Signal metal coverage by tile:
The die is cut into 13 by 15 equal tiles; black is low, pale yellow is high, scaled to the fullest tile. Values are wire area over tile area, all layers added.
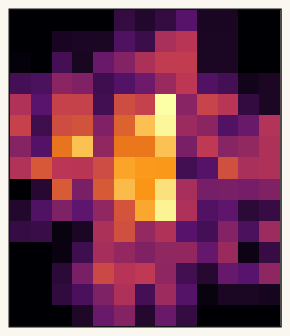
Clock wires, drivers and flops:
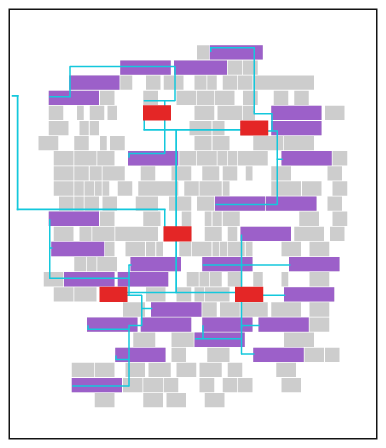
Close-up of the layout:
Bar = 10 um. Region (20, 11) to (45, 36) um. Cells in grey, sequential cells in the stronger grey; small squares are vias.
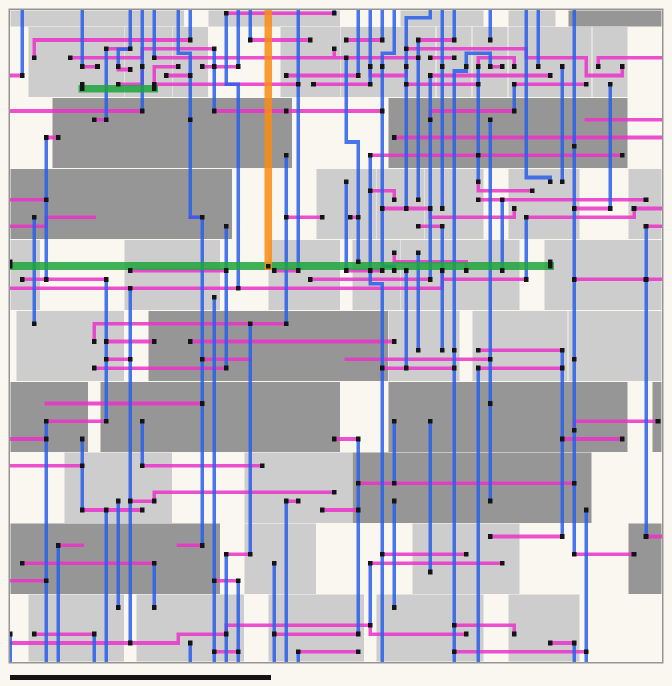
Logic cells by family:
Bar = 20 um.
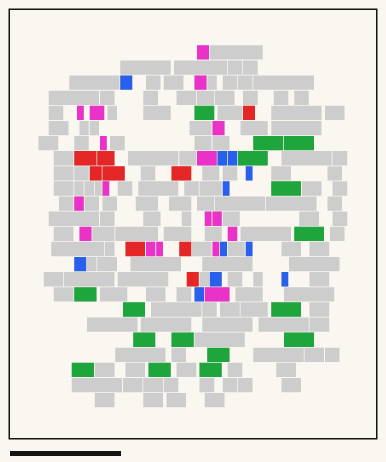
Placement view:
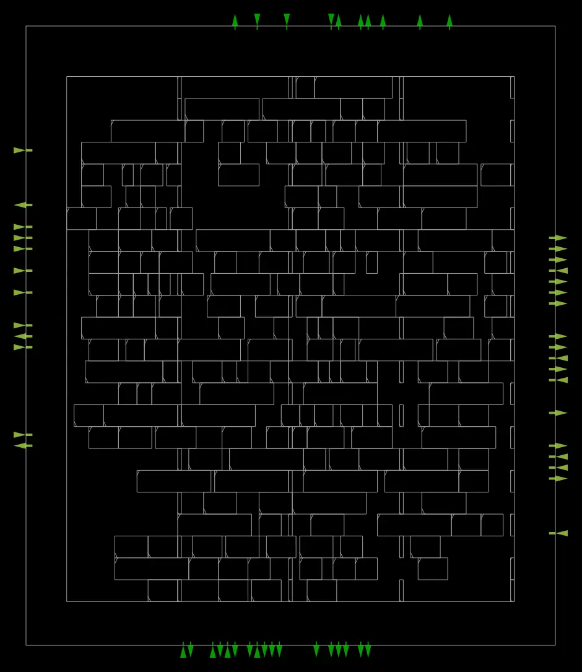
`config.mk`:
```
export PLATFORM = sky130hd
export DESIGN_NAME = fetch_unit_flat
export DESIGN_NICKNAME = d
export VERILOG_FILES = /design/src/rtl/fetch_unit_pkg.sv /design/src/rtl/fetch_unit_if.sv /design/src/rtl/fetch_unit.sv /design/src/flat_wrapper.sv
export SDC_FILE = /design/constraint.sdc
export NUM_CORES = 1
export LEC_CHECK = 0
export CAP_MARGIN = 20
export CORE_ASPECT_RATIO = 1.2
export CORE_MARGIN = 5
export CORE_UTILIZATION = 38
export DETAILED_ROUTE_END_ITERATION = 6
export PLACE_DENSITY_LB_ADDON = 0.25
export SLEW_MARGIN = 40
export SYNTH_ARGS = -nofsm -noshare
export SYNTH_HDL_FRONTEND = slang
export SYNTH_SLANG_ARGS = --single-unit
```
`constraint.sdc`:
```
create_clock -name clk -period 1.9 [get_ports clk]
set_clock_uncertainty 0.2 [all_clocks]
set_input_delay 0.19 -clock clk [delete_from_list [all_inputs] [get_ports clk]]
set_output_delay 0.19 -clock clk [all_outputs]
set_load 0.05 [all_outputs]
```
`src/rtl/fetch_unit_pkg.sv`:
```
// Shared cpu2 core definitions: fetch geometry, fetch FSM states and the
// opcode field layout that the decoder also uses.
package fetch_unit_pkg;

   localparam int CPU_ADDR_W   = 8;
   localparam int CPU_INSTR_W  = 8;
   localparam int CPU_PROG_LEN = 64;

   typedef enum logic {
      ST_RUN    = 1'b0,
      ST_HALTED = 1'b1
   } fetch_state_e;

   // The opcode sits in the upper nibble of each instruction word.
   localparam int OPC_MSB = 7;
   localparam int OPC_LSB = 4;

   localparam logic [3:0] OPC_NOP  = 4'h0;
   localparam logic [3:0] OPC_LOAD = 4'h8;
   localparam logic [3:0] OPC_ADD  = 4'h9;
   localparam logic [3:0] OPC_JMP  = 4'hA;
   localparam logic [3:0] OPC_HALT = 4'hF;

endpackage

```
`src/rtl/fetch_unit_if.sv`:
```
// Fetch-to-decode handshake: the instruction word, its address and valid/ready.
interface fetch_unit_if
   import fetch_unit_pkg::*;
#(
   parameter int ADDR_W  = CPU_ADDR_W,
   parameter int INSTR_W = CPU_INSTR_W
) ();

   logic [INSTR_W-1:0] instr;
   logic [ADDR_W-1:0]  instr_pc;
   logic               instr_valid;
   logic               instr_ready;

   modport master (
      output instr,
      output instr_pc,
      output instr_valid,
      input  instr_ready
   );

   modport slave (
      input  instr,
      input  instr_pc,
      input  instr_valid,
      output instr_ready
   );

endinterface

```
`src/rtl/fetch_unit.sv`:
```
// cpu2 instruction fetch: owns the PC, addresses the combinational program ROM
// and hands the registered instruction to the decoder over valid/ready.
module fetch_unit
   import fetch_unit_pkg::*;
#(
   parameter int ADDR_W   = CPU_ADDR_W,
   parameter int INSTR_W  = CPU_INSTR_W,
   parameter int PROG_LEN = CPU_PROG_LEN
) (
   input  logic               clk,
   input  logic               rst,
   input  logic               en,
   output logic [ADDR_W-1:0]  linenumber,
   input  logic [INSTR_W-1:0] rom_data,
   input  logic               branch_valid,
   input  logic [ADDR_W-1:0]  branch_target,
   input  logic               halt,
   output logic [ADDR_W-1:0]  pc,
   output logic               halted,
   output logic               fault,
   fetch_unit_if.master       dec
);

   localparam logic [ADDR_W-1:0] LAST_PC = ADDR_W'(PROG_LEN - 1);
   localparam logic [ADDR_W:0]   LEN_EXT = (ADDR_W + 1)'(PROG_LEN);

   fetch_state_e       r_state;
   logic [ADDR_W-1:0]  r_pc;
   logic [INSTR_W-1:0] r_instr;
   logic [ADDR_W-1:0]  r_instr_pc;
   logic               r_valid;
   logic               r_halted;
   logic               r_fault;
   logic               r_halt_pend;

   logic               w_slot_free;
   logic [ADDR_W-1:0]  w_pc_inc;
   logic               w_tgt_ok;

   always_comb begin
      w_slot_free = !r_valid || dec.instr_ready;
      // Wrap at the end of the program rather than running into unused ROM.
      w_pc_inc    = (r_pc == LAST_PC) ? '0 : r_pc + ADDR_W'(1);
      w_tgt_ok    = ({1'b0, branch_target} < LEN_EXT);
   end

   always_ff @(posedge clk or negedge rst) begin
      if (!rst) begin
         r_state     <= ST_RUN;
         r_pc        <= '0;
         r_instr     <= '0;
         r_instr_pc  <= '0;
         r_valid     <= 1'b0;
         r_halted    <= 1'b0;
         r_fault     <= 1'b0;
         r_halt_pend <= 1'b0;
      end else if (branch_valid) begin
         // A redirect flushes the held word and drops any pending halt.
         r_valid     <= 1'b0;
         r_halt_pend <= 1'b0;
         if (w_tgt_ok) begin
            r_pc     <= branch_target;
            r_state  <= ST_RUN;
            r_halted <= 1'b0;
         end else begin
            r_fault  <= 1'b1;
            r_halted <= 1'b1;
            r_state  <= ST_HALTED;
         end
      end else begin
         case (r_state)
            ST_RUN: begin
               if (halt || r_halt_pend) begin
                  // Stop fetching; retire to HALTED once the held word is gone.
                  if (w_slot_free) begin
                     r_state     <= ST_HALTED;
                     r_halted    <= 1'b1;
                     r_valid     <= 1'b0;
                     r_halt_pend <= 1'b0;
                  end else begin
                     r_halt_pend <= 1'b1;
                  end
               end else if (w_slot_free) begin
                  if (en) begin
                     r_instr    <= rom_data;
                     r_instr_pc <= r_pc;
                     r_valid    <= 1'b1;
                     r_pc       <= w_pc_inc;
                  end else begin
                     r_valid    <= 1'b0;
                  end
               end
            end
            ST_HALTED: begin
               r_valid <= 1'b0;
            end
            default: begin
               r_state <= ST_RUN;
            end
         endcase
      end
   end

   assign linenumber      = r_pc;
   assign pc              = r_pc;
   assign halted          = r_halted;
   assign fault           = r_fault;
   assign dec.instr       = r_instr;
   assign dec.instr_pc    = r_instr_pc;
   assign dec.instr_valid = r_valid;

endmodule

```
`src/flat_wrapper.sv`:
```
// flat-port wrapper written by rule: the top's interface ports become plain ports
module fetch_unit_flat import fetch_unit_pkg::*;
#(
   parameter int ADDR_W   = CPU_ADDR_W,
   parameter int INSTR_W  = CPU_INSTR_W,
   parameter int PROG_LEN = CPU_PROG_LEN
)
  (clk, rst, en, linenumber, rom_data, branch_valid, branch_target, halt, pc, halted, fault, dec_instr, dec_instr_pc, dec_instr_valid, dec_instr_ready);
  fetch_unit_if #(.ADDR_W(ADDR_W), .INSTR_W(INSTR_W)) dec_i ();
  input  logic clk;
  input  logic rst;
  input  logic en;
  output logic [ADDR_W-1:0] linenumber;
  input  logic [INSTR_W-1:0] rom_data;
  input  logic branch_valid;
  input  logic [ADDR_W-1:0] branch_target;
  input  logic halt;
  output logic [ADDR_W-1:0] pc;
  output logic halted;
  output logic fault;
  output wire logic [$bits(dec_i.instr)-1:0] dec_instr;
  output wire logic [$bits(dec_i.instr_pc)-1:0] dec_instr_pc;
  output wire logic [$bits(dec_i.instr_valid)-1:0] dec_instr_valid;
  input wire logic [$bits(dec_i.instr_ready)-1:0] dec_instr_ready;
  assign dec_instr = dec_i.instr;
  assign dec_instr_pc = dec_i.instr_pc;
  assign dec_instr_valid = dec_i.instr_valid;
  assign dec_i.instr_ready = dec_instr_ready;
  fetch_unit #(.ADDR_W(ADDR_W), .INSTR_W(INSTR_W), .PROG_LEN(PROG_LEN)) u_core (.clk(clk), .rst(rst), .en(en), .linenumber(linenumber), .rom_data(rom_data), .branch_valid(branch_valid), .branch_target(branch_target), .halt(halt), .pc(pc), .halted(halted), .fault(fault), .dec(dec_i));
endmodule
```
==> results.toml <==
# implementation run metrics
[synth]
area_leaders = "dfrtp_1 51%, mux2_4 7.4%, mux2_2 6.3%"
netlist_instances = 124
yosysUniqueCellTypes = 33
syn_nets = 147
syn_area_mm2 = 0.00142
largest_area_cell = "dfrtp_1"
ys.flops = 29
aoi_share = 0.121
ys_sh_xor = 0
ys_cells = 124
ys_chip_area_mm2 = 0.00142
yosys-top-cells-count = "29 x dfrtp_1, 9 x nor2_1, 8 x buf_4, 8 x mux2_2, 8 x o21ai_0"
avgSynthCellArea_um2 = 11.5
top_logic_kind = "multiplexers"
ys_sh_mux = 0.144
yosysWarnings = 0
adder_share = 0.00880
synthFlopType = "dfrtp_1"
edf_count = 0
synth_sequential_area_ratio = 0.511
top_cell = "dfrtp_1"
async_flop_share = 1.00

[pwr]
p_per_area_mw_per_mm2 = 1170
leakage_nw = 1.02
power.total_mw = 2.63
ir_worst_vdd_uv = 512

[sta]
maxSlewViolCount = 0
rsz0062_at_grt = "true"
setup_viol = 8
setup_slack_ns = -0.0164
relSlewSlack = 0.656
holdWs_ns = 0.0880
tightest_slew_ns = 0.514
finalCriticalPeriod_ns = 1.92
hold_violations = 0
tns_ns = -0.100
fmax_mhz = 522

[cts]
cts.reportedPaths.clkPinSlew_ns = 0.06
cts_tree = "done"
clock_path_buffers = 2
clock-sinks = 29
cts_buffers = 5
cts_htree_levels = 2
holdBufCountCts = 0

[setup_path]
startpoint_type = "flip-flop"
crit_required_ns = 1.86
arrival_ns = 1.88
criticalPathCategory = "flip-flop to flip-flop"
endpoint_kind = "flip-flop"
r2r_cells = 4

[floorplanning]
fp_util = 0.391
ioPinCount = 57
chip_area_mm2 = 0.00507
fp.dieH_um = 77.0
die_x_um = 65.8

[flow_run]
tool_warnings = 29
maxCapViolCount = 0

[grt]
grt_pass1_vias = 1213
grt_max_degree = 30
grt-ovfl-total = 0
antenna_found_initial = 0

[place]
port_buffers = 56
pre_cts_slack_ns = -0.317
place_congestion = 0.883
dp.cells = 234
hpwl_mm = 2.54

[drt]
vias_per_cell = 4.86
antenna_left = 0
drt_iter0_drc = 43
drc = 0
drtPass1Iterations = 4
via_count = 1190

[final_layout]
diodes = 0
final_nets = 215
layout-drive-gt1-share = 0.415
syn_to_final_growth_pct = 57.7

[status]
violations = "negative setup slack"
status = "finished with violations"

[hold_path]
hp-class = "input port to async pin"
Back to the opening pictures, 'signal metal coverage by tile':
densest ninth of the die: middle
mean over tiles: 0.11
nearly empty tiles: 15%
final wirelength: 3.46 mm
GR Util All Layers: 0.144
wire per inst: 14.1 um

Back to the opening pictures, 'clock wires, drivers and flops':
[cyan] clock wires | length: 378 um
[purple] flip-flops | count: 29
[red] clock drivers | count: 5
routed clock nets: 6
Late-Pin Clk Latency: 0.28 ns
clk pwr: 656 uW

Back to the opening pictures, 'close-up of the layout':
[green] metal 3
[magenta] metal 1
[orange] metal 4
[blue] metal 2
cells with their middle in the window: 40
netlist names of flops here include: u_core.dec.instr_pc (3), u_core.linenumber (3), u_core.dec.instr (2)
most frequent: dfrtp_1 (8), mux2_2 (6), clkdlybuf4s50_1 (4)
sequential cells in the window: 8

Back to the opening pictures, 'logic cells by family':
[green] mux cells | cells: 16 | most used: mux2_2
[blue] nand cells | cells: 11 | most used: nand2_1
[magenta] nor cells | cells: 17 | most used: nor2_1 | where: middle
[red] and/or cells | cells: 9 | most used: and3_1

Back to the opening pictures, 'placement view':
core area: 0.00363 mm^2
Finished Layout Cells: 245
row count: 24
Final Util: 0.617
FILL cells: 300

==> sequential cells by signal, summed over array words and instances, names as in the netlist <==
name and cells:
u_core.linenumber 8, u_core.dec.instr_pc 8, u_core.dec.instr_valid 1, u_core.r_state 1, u_core.r_halt_pend 1, u_core.dec.instr 8
u_core.fault 1, u_core.halted 1
==> final timing paths <==
path	start	end	slack (ns)
max	u_core.r_halt_pend$_DFFE_PN0P_	u_core.dec.instr_pc[0]$_DFFE_PN0P_	-0.02
min	rst	u_core.dec.instr_pc[7]$_DFFE_PN0P_	0.09
max reg2reg	u_core.r_halt_pend$_DFFE_PN0P_	u_core.dec.instr_pc[0]$_DFFE_PN0P_	-0.02
min reg2reg	u_core.fault$_DFFE_PN0P_	u_core.fault$_DFFE_PN0P_	0.27
max in group asynchronous	rst	u_core.linenumber[0]$_DFFE_PN0P_	1.11
min in group clk	u_core.fault$_DFFE_PN0P_	u_core.fault$_DFFE_PN0P_	0.27
==> report_power, final <==
group	internal, mW	leakage [nW]	switching (mW)
logic	0.426	0.607	0.715
clock network	0.426	0.0574	0.230
registers	0.736	0.360	0.0990
total	1.59	1.02	1.04
==> cell usage in the layout, fill, tap and decap left out, drive strengths merged, types with 2 or more instances in the layout <==
cell type | netlist | final
buf | 11 | 40
clkdlybuf4s50 | 0 | 35
dfrtp | 29 | 29
mux2 | 15 | 15
nor2 | 9 | 9
o21ai | 8 | 8
a21oi | 7 | 7
clkbuf | 3 | 6
nand2 | 5 | 5
nor3 | 5 | 5
nand2b | 3 | 3
and3 | 3 | 3
nand3 | 3 | 3
a22o | 3 | 3
o31ai | 3 | 3
and4b | 2 | 2
o32ai | 2 | 2
or3b | 2 | 2
==> layer usage <==
metal | track usage | part of all wire
met1 | 0.163 | 0.40
met2 | 0.244 | 0.51
met3 | 0.0556 | 0.069
met4 | 0.0498 | 0.014
met5 | 0 | 0
==> critical path, stage by stage, from the launching register on <==
cell and delay [ns]:
dfrtp_1 0.39, or3b_4 0.39, or3_4 0.35, buf_12 0.17, mux2_4 0.30
==> metrics by stage <==
step	cell area, um^2	util
floorplan	1430	-
global placement	2030	0.559
detailed placement	2030	0.559
CTS	2180	0.601
global route	2240	0.617
finish	2240	0.617
==> timing repair <==
action	CTS	global route
gates resized	6	15
gates cloned	1	0
endpoints found under the setup margin	18	23
buffers inserted	0	2
pin swaps	0	6
==> logic make-up after synthesis <==
group / count (synthesis)
flip-flops: 29
multiplexers: 16
AND/OR/NAND/NOR: 37
AND-OR/OR-AND: 26
buffers and inverters: 15
adder cells (fa/ha/maj): 1
==> layout make-up <==
type	instances	area (um^2)	share of cell area
repair buffers	75	682	0.304
clock inverters	2	37.5	0.0168
inverters	1	3.75	0.00168
multi-input cells	80	641	0.286
clock buffers	6	82.6	0.0369
flip-flops and latches	29	729	0.326
well taps	52	65.1	0.0290
Power and IR drop assume default switching activity.
